===== config.mk =====
export PLATFORM = sky130hd
export DESIGN_NAME = if_fetch_unit
export DESIGN_NICKNAME = d
export VERILOG_FILES = /design/src/rtl/if_fetch_unit.sv
export SDC_FILE = /design/constraint.sdc
export NUM_CORES = 1
export LEC_CHECK = 0
export CORE_MARGIN = 3
export CORE_UTILIZATION = 45
export DETAILED_ROUTE_END_ITERATION = 10
export MAX_ROUTING_LAYER = met4
export PLACE_DENSITY = 0.73
export SETUP_SLACK_MARGIN = 0.02
export SLEW_MARGIN = 15
export SYNTH_ARGS = -nofsm -noshare
export SYNTH_HDL_FRONTEND = slang
export SYNTH_SLANG_ARGS = --single-unit
export TNS_END_PERCENT = 100

===== constraint.sdc =====
create_clock -name clock -period 5.35 [get_ports clock]
set_clock_uncertainty 0.2 [all_clocks]
set_input_delay 1.07 -clock clock [delete_from_list [all_inputs] [get_ports clock]]
set_output_delay 1.07 -clock clock [all_outputs]
set_load 0.01 [all_outputs]

===== src/rtl/if_fetch_unit.sv =====
// Instruction-fetch stage: single-outstanding imem requests, small return FIFO, stall and redirect handling.
// Optional same-cycle data bypass when FETCH_BYPASS_EN is defined.
module if_fetch_unit #(
    parameter logic [31:0]  RESET_PC  = 32'h0000_0000,
    parameter int unsigned  BUF_DEPTH = 2
) (
    input  logic        clock,
    input  logic        reset,
    input  logic        stall,
    input  logic        redirect,
    input  logic [31:0] redirect_pc,
    output logic        imem_req,
    output logic [31:0] imem_addr,
    input  logic        imem_ack,
    input  logic [31:0] imem_rdata,
    output logic        inst_valid,
    output logic [31:0] instruction,
    output logic [31:0] adder1
);

    localparam int unsigned PW = (BUF_DEPTH > 1) ? $clog2(BUF_DEPTH) : 1;
    localparam int unsigned CW = $clog2(BUF_DEPTH + 1);

    typedef enum logic [1:0] {S_IDLE, S_REQ, S_DISCARD} state_t;

    state_t          r_state;
    logic [31:0]     r_fetch_pc;
    logic [31:0]     r_buf_inst [BUF_DEPTH];
    logic [31:0]     r_buf_pc   [BUF_DEPTH];
    logic [PW-1:0]   r_rd_ptr;
    logic [PW-1:0]   r_wr_ptr;
    logic [CW-1:0]   r_count;

    logic            w_head_valid;
    logic            w_fetch_ack;
    logic [31:0]     w_ack_pc;
    logic            w_bypass;
    logic            w_bypass_taken;
    logic            w_push;
    logic            w_pop;
    logic [CW-1:0]   w_count_next;
    logic            w_credit;
    logic [31:0]     w_redirect_pc;
    logic            w_unused_pc_lsb;

    assign w_head_valid    = (r_count != '0);
    assign w_fetch_ack     = imem_ack & (r_state == S_REQ);
    assign w_ack_pc        = imem_addr + 32'd4;
    assign w_redirect_pc   = {redirect_pc[31:2], 2'b00};
    assign w_unused_pc_lsb = ^redirect_pc[1:0];

`ifdef FETCH_BYPASS_EN
    // Empty FIFO: the returning word goes straight to the outputs; only pushed if not consumed.
    assign w_bypass       = ~w_head_valid & w_fetch_ack & ~redirect;
    assign w_bypass_taken = w_bypass & ~stall;
`else
    assign w_bypass       = 1'b0;
    assign w_bypass_taken = 1'b0;
`endif

    assign w_push       = w_fetch_ack & ~redirect & ~w_bypass_taken;
    assign w_pop        = w_head_valid & ~stall;
    assign w_count_next = r_count + CW'(w_push) - CW'(w_pop);
    assign w_credit     = (w_count_next < CW'(BUF_DEPTH));

    assign inst_valid  = w_head_valid | w_bypass;
    assign instruction = w_head_valid ? r_buf_inst[r_rd_ptr] : (w_bypass ? imem_rdata : 32'd0);
    assign adder1      = w_head_valid ? r_buf_pc[r_rd_ptr]   : (w_bypass ? w_ack_pc   : 32'd0);

    // Request FSM: owns fetch PC and the registered imem request.
    always_ff @(posedge clock or negedge reset) begin
        if (!reset) begin
            r_state    <= S_IDLE;
            r_fetch_pc <= RESET_PC;
            imem_req   <= 1'b0;
            imem_addr  <= RESET_PC;
        end else if (redirect) begin
            r_fetch_pc <= w_redirect_pc;
            if ((r_state == S_IDLE) || imem_ack) begin
                r_state  <= S_IDLE;
                imem_req <= 1'b0;
            end else begin
                r_state  <= S_DISCARD;
            end
        end else begin
            case (r_state)
                S_IDLE: begin
                    if (w_credit) begin
                        r_state   <= S_REQ;
                        imem_req  <= 1'b1;
                        imem_addr <= r_fetch_pc;
                    end
                end
                S_REQ: begin
                    if (imem_ack) begin
                        r_fetch_pc <= r_fetch_pc + 32'd4;
                        if (w_credit) begin
                            imem_addr <= r_fetch_pc + 32'd4;
                        end else begin
                            r_state  <= S_IDLE;
                            imem_req <= 1'b0;
                        end
                    end
                end
                S_DISCARD: begin
                    if (imem_ack) begin
                        r_state  <= S_IDLE;
                        imem_req <= 1'b0;
                    end
                end
                default: begin
                    r_state  <= S_IDLE;
                    imem_req <= 1'b0;
                end
            endcase
        end
    end

    // FIFO pointers and occupancy; redirect flushes everything.
    always_ff @(posedge clock or negedge reset) begin
        if (!reset) begin
            r_rd_ptr <= '0;
            r_wr_ptr <= '0;
            r_count  <= '0;
        end else if (redirect) begin
            r_rd_ptr <= '0;
            r_wr_ptr <= '0;
            r_count  <= '0;
        end else begin
            if (w_push) begin
                r_wr_ptr <= r_wr_ptr + PW'(1);
            end
            if (w_pop) begin
                r_rd_ptr <= r_rd_ptr + PW'(1);
            end
            r_count <= w_count_next;
        end
    end

    // Entry storage needs no reset; occupancy qualifies every read.
    always_ff @(posedge clock) begin
        if (w_push) begin
            r_buf_inst[r_wr_ptr] <= imem_rdata;
            r_buf_pc[r_wr_ptr]   <= w_ack_pc;
        end
    end

endmodule


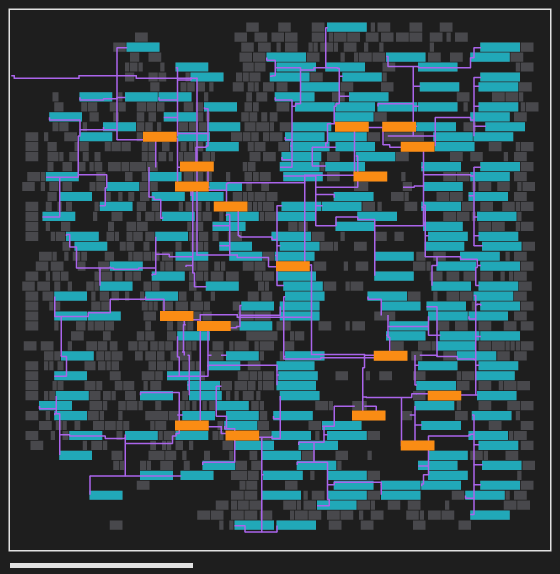
Figure 1: run 1, clock distribution.
Bar = 50 um.
[cyan] flip-flops | count: 191
[orange] clock drivers | count: 17
[purple] clock wires | length: 2,090 um
routed clock nets: 18
flops lie: widely spread

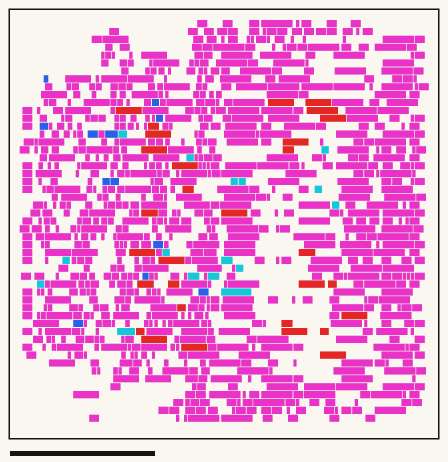
Figure 2: run 1, sizing map.
Bar = 50 um.
[magenta] _0 and _1 cells | cells: 870
[red] _6 and larger | cells: 30
[cyan] _3 and _4 cells | cells: 16
[blue] _2 cells | cells: 12

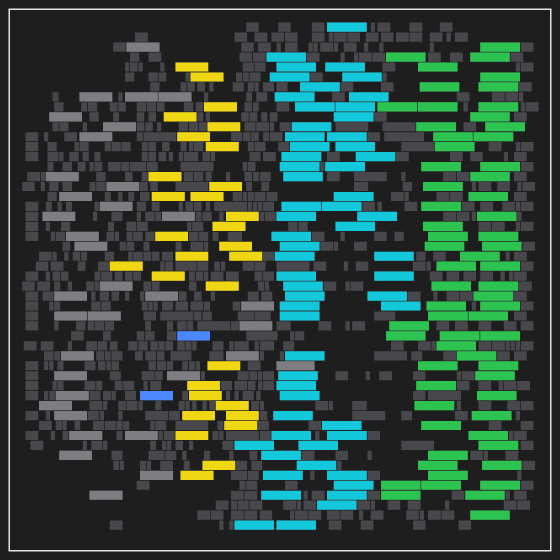
Figure 3: run 1, sequential cells coloured by netlist name.
Other sequential cells in the stronger grey, the rest of the logic in the fainter grey.
[green] `r_buf_inst` | sequential cells: 64 | where: a vertical strip on the right
[yellow] `imem_addr` | sequential cells: 30
[blue] `r_state` | sequential cells: 2
[cyan] `r_buf_pc` | sequential cells: 60 | where: a vertical strip down the middle
not coloured: 35

==> summary.txt, run 1 <==
Flow results.

- The flow ran to the end, and the final reports show no timing, DRC or antenna violations.
- The cell chosen for the clock root is sky130_fd_sc_hd__clkbuf_16.
- The biggest area contributor in the post-synthesis netlist is sky130_fd_sc_hd__edfxtp_1.
- In the floorplan report the effective utilization is 0.460.
- The initialized floorplan defines 51 standard-cell rows.
- The top cell type's share of synthesized area is 0.413.
- The pre-antenna-repair detailed-routing pass consisted of 7 iterations.
- The cell depth of the worst flop-to-flop path is 9.
- The synthesized-area fraction occupied by and/or/nand/nor cells is 0.178.
- Dividing the synthesized area by the synthesized cell count gives 11.6 um2.
- The dominant register cell in the synthesized netlist is sky130_fd_sc_hd__edfxtp_1.
- IR analysis of the VDD net gives a maximum drop of 0.000234 V.
- On met2, the global router reports a usage of 0.295.
- On the worst setup and hold paths after CTS, the clock-pin slew comes to 0.07 ns.
- The number of global-route vias before repair came to 6,049.
- The met3 layer usage reported by global route is 0.0457.
- In the placement report, post-DP HPWL is listed as 13,900 um.
- The number of clock buffers inserted by TritonCTS is 17.
- The worst setup path is of the input port to flip-flop kind.
- 167 I/O pins were placed.
- In this run the static leakage power is 3.90 nW.
- For the worst setup path, the data arrival time is 4.32 ns.
- The most instantiated library cell after synthesis is sky130_fd_sc_hd__edfxtp_1.
- The main logic family after synthesis is simple AND/OR/NAND/NOR gates.
- The cts-stage hold buffer count is 0.
- The number of vias in the routed layout is 6,429.
- Entering global routing, the biggest net connects 64 pins.
- The sink count of the clock tree is 191.
- The floorplan step defined a die boundary enclosing 0.0218 mm2.
- Setup repair after global routing left no endpoint under its margin.
- Per the placement report, the placed cell count is 1,161.
- The pin closest to its max-slew limit shows a slew of 1.10 ns.
- After synthesis, the share of cell area in mux cells is 0.0711.
- The cell with the biggest individual delay on the critical path is sky130_fd_sc_hd__or3_1.
- The first global-routing pass estimated 31,700 um of wire.
- The synthesized netlist was found by Yosys to have 779 cells.
- The average vias per placed instance is 5.39.
- The script reports the combined buffer and inverter count of the critical path as 2.
- The fraction of the mapped netlist area in compound gates is 0.0603.
- Counting along the longest clock path gives a buffer depth of 2.
- The core area is 0.0196 mm2.
- The timing report gives the worst reg2reg path a setup slack of 1.56 ns.
- For this block, the routed nets add up to 19,900 um of wire.
- The post-detailed-route DRC marker count is 0.
- The remaining global-route overflow is 0.
- Counting buffers and inverters, the worst setup path is 9 cells deep.
- The count of buffers added on input and output ports is 160.
- Per the final layout report, the fraction of cells sized above drive strength 1 comes to 0.0625.
- The hold violation total from the final report is 0.
- Looking at the clock tree report, the H-tree level count equals 4.
- The cell sequence reported for the critical path is clkdlybuf4s50_1, nand3_1, ha_1, inv_1, ha_1, xor3_1, or3_1, or4_1, nand3_1.
- The most common cell after layout, fill and taps aside is sky130_fd_sc_hd__clkdlybuf4s50_1.
- In the post-synthesis netlist, the biggest area contributors are sky130_fd_sc_hd__edfxtp_1 (41%), sky130_fd_sc_hd__dfrtp_1 (19%), sky130_fd_sc_hd__mux2i_1 (7.1%).
- The antenna diode instance count is 0.
- The clock period minus final worst setup slack is 4.17 ns.
- The worst setup path is captured at a flip-flop.
- The family of cells with the greatest summed delay on the critical path is simple AND/OR/NAND/NOR gates.
- For this run, the slowest stage of the critical path takes 0.72 ns.
- The later pin in the worst-skew pair is clocked with a latency of 0.43 ns.
- The number of warnings in the stage logs is 28.
- The most common logic cells in the final layout are sky130_fd_sc_hd__clkdlybuf4s50_1 (159), sky130_fd_sc_hd__edfxtp_1 (124), sky130_fd_sc_hd__nor2_1 (95), sky130_fd_sc_hd__dfrtp_1 (66), sky130_fd_sc_hd__mux2i_1 (64).
- The post-route non-filler standard cell count is 1,193.
- The power density over the cells is 443 mW/mm2.
- Routing resource usage on met1 recorded by global route was 0.243.
- Per the OpenROAD floorplan log, the width of the die is 147 um.
- Yosys reports that the most numerous cell types are sky130_fd_sc_hd__edfxtp_1 (124), sky130_fd_sc_hd__nor2_1 (98), sky130_fd_sc_hd__dfrtp_1 (67).
- The type of the most critical hold path is flip-flop to flip-flop.
- In the final timing run, aggregate negative setup slack is 0 ns.
- Once the clock tree was built, the resizer swapped 0 gates to a different size.
- The busiest layer in global routing is met2.
- The largest fanout of any net on the critical path is 25.
- The worst hold path stage count is 1.
- Max-cap violations in this run came to 0.
- The top achievable clock speed is 240 MHz.
-- run 1: metrics by stage --
step	area [um2]	utilization	hold WS (ns)	total power, mW
5_1_grt	11400	0.582	0.365	5.33
3_5_place_dp	10800	0.551	0.313	3.81
6_report	11400	0.582	0.348	5.05
3_3_place_gp	10800	0.551	0.313	3.77
4_1_cts	11400	0.582	0.354	5.10
2_1_floorplan	9020	-	0.318	2.95
-- run 1: worst paths after layout --
check,from,to
setup / recovery,imem_ack,imem_addr[24]
hold / removal,imem_req,imem_req
setup reg to reg,r_state[0],imem_addr[24]
hold reg to reg,imem_req,imem_req
max in group asynchronous,reset,r_rd_ptr
min in group asynchronous,reset,r_fetch_pc[26]
-- run 1: sequential cells by signal (all words and copies together) (netlist names) --
register,flops
r_fetch_pc,30
r_buf_pc,60
r_state,2
r_count,2
imem_addr,30
imem_req,1
r_wr_ptr,1
r_buf_inst,64
r_rd_ptr,1
-- run 1: per-layer routing --
metal,vias up,share of wire
met3,29,0.063
met2,218,0.48
met4,0,0.023
met5,-,0
met1,3038,0.44
li1,3144,-
-- run 1: where the power goes --
part	total (mW)	internal [mW]	switching, mW
clock network	1.28	0.677	0.608
logic	1.58	0.827	0.758
registers	2.19	1.85	0.334
total	5.05	3.36	1.70
-- run 1: cell type report --
cell class	instances	area (um2)	share of cell area
clock buffers	17	425	0.0373
clock inverters	15	186	0.0163
inverters	15	56.3	0.00494
multi-input cells	521	3340	0.293
flip-flops and latches	191	5400	0.474
well taps	265	332	0.0291
repair buffers	169	1660	0.146
-- run 1: logic make-up (layout without fill, tap and decap cells) --
family                     Yosys count  count (layout)
DFF                                191             191
muxes                               64              64
other                                1               4
and+or+nand+nor                    311             311
AOI/OAI and AO/OA                   87              87
buffers and inverters               70             216
xor gates and xnor gates            51              51
adders and majority gates            4               4
Figure 4. Clock routing (run 1).
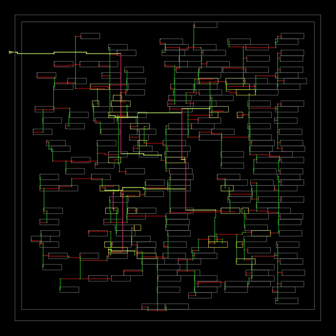

==> run 2: changes to the inputs <==
--- a/config.mk
+++ b/config.mk
@@ -9,7 +9,7 @@
 export CORE_UTILIZATION = 45
 export DETAILED_ROUTE_END_ITERATION = 10
 export MAX_ROUTING_LAYER = met4
-export PLACE_DENSITY = 0.73
+export PLACE_DENSITY = 0.76
 export SETUP_SLACK_MARGIN = 0.02
 export SLEW_MARGIN = 15
 export SYNTH_ARGS = -nofsm -noshare
==> constraint.sdc (replaced) <==
create_clock -name clock -period 3.6 [get_ports clock]
set_clock_uncertainty 0.2 [all_clocks]
set_input_delay 0.72 -clock clock [delete_from_list [all_inputs] [get_ports clock]]
set_output_delay 0.72 -clock clock [all_outputs]
set_load 0.01 [all_outputs]
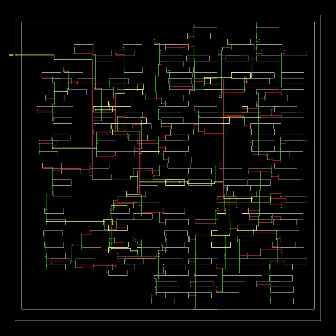
Figure 5: run 2, clock routing.
clk_buf instances: 17
number of flip-flops and latches: 191
clk ins delay skew pair: 0.42 ns
CTS sink cnt: 191
TritonCTS buffer count: 17

==> summary.txt, run 2 <==
Flow results.

- The number of search-and-repair iterations in the first detailed-routing pass is 5.
- The dominant register cell in the synthesized netlist is sky130_fd_sc_hd__edfxtp_1.
- The portion of the post-synthesis area used by sequential elements is 0.599.
- The total cell area reported by yosys after synthesis is 0.00901 mm2.
- The share of the core area taken by cells at floorplan is 0.460.
- The critical path in this run is classified as flip-flop to output port.
- The maximum number of pins on one net before global-route repair is 68.
- The register with the most flip-flops in the final layout is r_buf_inst.
- CTS reports a maximum clock tree buffer depth of 2.
- The top cell types in the final layout, fill and taps aside, are sky130_fd_sc_hd__clkdlybuf4s50_1 (159), sky130_fd_sc_hd__edfxtp_1 (124), sky130_fd_sc_hd__nor2_1 (95), sky130_fd_sc_hd__dfrtp_1 (66), sky130_fd_sc_hd__mux2i_1 (64).
- For this design the top-level I/O count stands at 167.
- The smallest clock period supported by the final layout is computed as 3.15 ns.
- The internal cell power is 5.09 mW.
- The maximum vdd drop is 0.000388 V.
- The count of instances resized after the clock tree is built is 0.
- For this run, asynchronously set or reset flops after synthesis account for 0.351.
- The report lists the cells along the critical path as buf_12, mux2i_1, nor2_1, clkdlybuf4s50_1.
- Looking at the gate-level netlist, the highest instance count belongs to sky130_fd_sc_hd__edfxtp_1.
- The post-route non-filler standard cell count is 1,202.
- The routed wire length is 20,100 um.
- The fraction of final layout cells sized beyond drive strength 1 is 0.0715.
- The beginning of the critical path is r_rd_ptr.
- For reference, the final report shows the hold violation count at 0.
- The final total power is 7.58 mW.
- In the routed layout, each cell is associated on average with a via count of 5.47.
- The top cell type's share of synthesized area is 0.413.
- According to the floorplan report, the placeable core area is 0.0196 mm2.
- The filler cell count is 1,666.
- The transition at the pin with the smallest max-transition slack is 0.845 ns.
- Summed over all nets, the half-perimeter wirelength after detailed placement is 13,900 um.
- The data arrival time at the worst-slack endpoint is 2.23 ns.
- The power density over the cells is 657 mW/mm2.
- The mean area per synthesized cell is 11.6 um2.
- After clock tree synthesis, the setup repair step added 0 buffers.
- The share of the clock period used by the worst path is 0.874.
- The chip area is 0.0218 mm2.
- For this design the total switching power over the nets is 2.49 mW.
- The analysis attributes to cell leakage a power of 3.95 nW.
- The cell depth of the worst flop-to-flop path is 9.
- In the final design database the tool counted 997 nets.
- The run finished with clean final reports.
- The total overflow left after global routing is 0.
- For reference, the placement row count at floorplan is 51.
- The largest fanout of any net on the critical path is 25.
- The number of vias in the routed layout is 6,579.
- For this run, the slowest stage of the critical path takes 0.67 ns.
- The most common logic cell in the final layout is sky130_fd_sc_hd__clkdlybuf4s50_1.
- The final weighted congestion recorded by global placement is 0.908.
- The synthesized instance count is 779.
- The first global-routing pass estimated 32,200 um of wire.
- The number of antenna violations at the first check in global routing was 0.
- The cell accounting for the most synthesized area is sky130_fd_sc_hd__edfxtp_1.
- The number of warnings printed during yosys synthesis is 0.
- The combinational group share of total power is 0.330.
- Setup repair after global routing left no endpoint under its margin.
- The cts-stage hold buffer count is 0.
- The cell area after layout is 0.0115 mm2.
- The register with the most flip-flops in the layout has 64 of them.
- The number of global-route vias before repair is 6,186.
- The category of the worst setup path capture point is an output port.
- The antenna diode instance count is 0.
- Once placement finished, the instance area stood at 0.0109 mm2.
- The summed negative setup slack over all endpoints is 0 ns.
- Overall routing resource usage recorded by global route was 0.190.
- Per the run summary, max-cap violations total 0.
- The top achievable clock speed is 318 MHz.
- The critical path data required time is 2.68 ns.
- Looking at the critical path, the single cell with the biggest stage delay is sky130_fd_sc_hd__dfrtp_4.
- The clock-pin slew on the worst setup and hold paths is 0.07 ns.
- The power share of the clock group is 0.251.
- The stage logs contain a warning count of 29.
- The largest registers in the layout are r_buf_inst (64), r_buf_pc (60).
- Note that the worst hold path type here is input port to async pin.
- The share of total power dissipated in sequential elements is 0.420.
- The post-detailed-route DRC marker count is 0.
- In this run the clock root is driven by a sky130_fd_sc_hd__clkbuf_16.
- The worst slack on hold paths is 0.272 ns.
- For reference, the top cells by area after synthesis are sky130_fd_sc_hd__edfxtp_1 (41%), sky130_fd_sc_hd__dfrtp_1 (19%), sky130_fd_sc_hd__mux2i_1 (7.1%).
- The cell area after synthesis is 0.00901 mm2.
- The number of port buffers is 160.
- The die outline width is 147 um.
- The startpoint of the most critical register-to-register path is r_state[0].
- The post-route utilization of the core is recorded as 0.588.
- The number of cells reported by Yosys stat comes to 779.
- The CTS tree is yes.
- The synthesis run shows the most used standard cells to be sky130_fd_sc_hd__edfxtp_1 (124), sky130_fd_sc_hd__nor2_1 (98), sky130_fd_sc_hd__dfrtp_1 (67).
- The H-tree generated during clock tree synthesis spans 4 levels.
- The cell count after placement is 1,170.
- The share of total power consumed by net switching is 0.328.
## run 2: cell counts after synthesis
Identical to the previous run, type by type.
## run 2: cell families after synthesis
logic type	after synthesis	share of synthesized area
muxes	64	0.0711
buffers and inverters	70	0.0340
and+or+nand+nor	311	0.178
AOI/OAI and AO/OA	87	0.0603
DFF	191	0.599
other	1	0.000416
adders and majority gates	4	0.00556
xor gates and xnor gates	51	0.0512
## run 2: routing by layer
| metal | global-route usage | vias up | share of wire |
|---|---|---|---|
| met4 | 0.0657 | 0 | 0.019 |
| met5 | - | - | 0 |
| met2 | 0.308 | 232 | 0.49 |
| met1 | 0.244 | 3154 | 0.43 |
| met3 | 0.0356 | 29 | 0.058 |
| li1 | - | 3164 | - |
## run 2: cell type report
cell class | count | area, um2 | area share
Tap cell | 265 | 332 | 0.0288
Timing Repair Buffer | 178 | 1790 | 0.156
Sequential cell | 191 | 5400 | 0.469
Multi-Input combinational cell | 521 | 3340 | 0.290
Clock inverter | 15 | 176 | 0.0153
Clock buffer | 17 | 425 | 0.0369
Inverter | 15 | 56.3 | 0.00488
## run 2: power by group through the flow
stage               Sequential [mW]  Combinational [mW]  Clock [mW]
finish                         3.18                2.50        1.90
floorplan                      3.13                1.26           0
global route                   3.23                2.71        2.02
global placement               3.21                2.47           0
detailed placement             3.22                2.52           0
CTS                            3.17                2.53        1.94
## run 2: path summary, 6_finish.rpt
kind	endpoint	slack, ns
setup / recovery	adder1[15]	0.45
hold / removal	r_fetch_pc[22]	0.27
setup reg to reg	imem_addr[20]	0.59
hold reg to reg	imem_addr[31]	0.34
max in group asynchronous	r_rd_ptr	2.27
min in group clock	imem_addr[31]	0.34
## run 2: critical path: cells and delay by family, from the launching register on
kind	cells	cell delay, ns
DFF	1	0.67
muxes	1	0.25
buffers and inverters	2	0.82
and+or+nand+nor	1	0.06
Power and IR drop assume default switching activity.
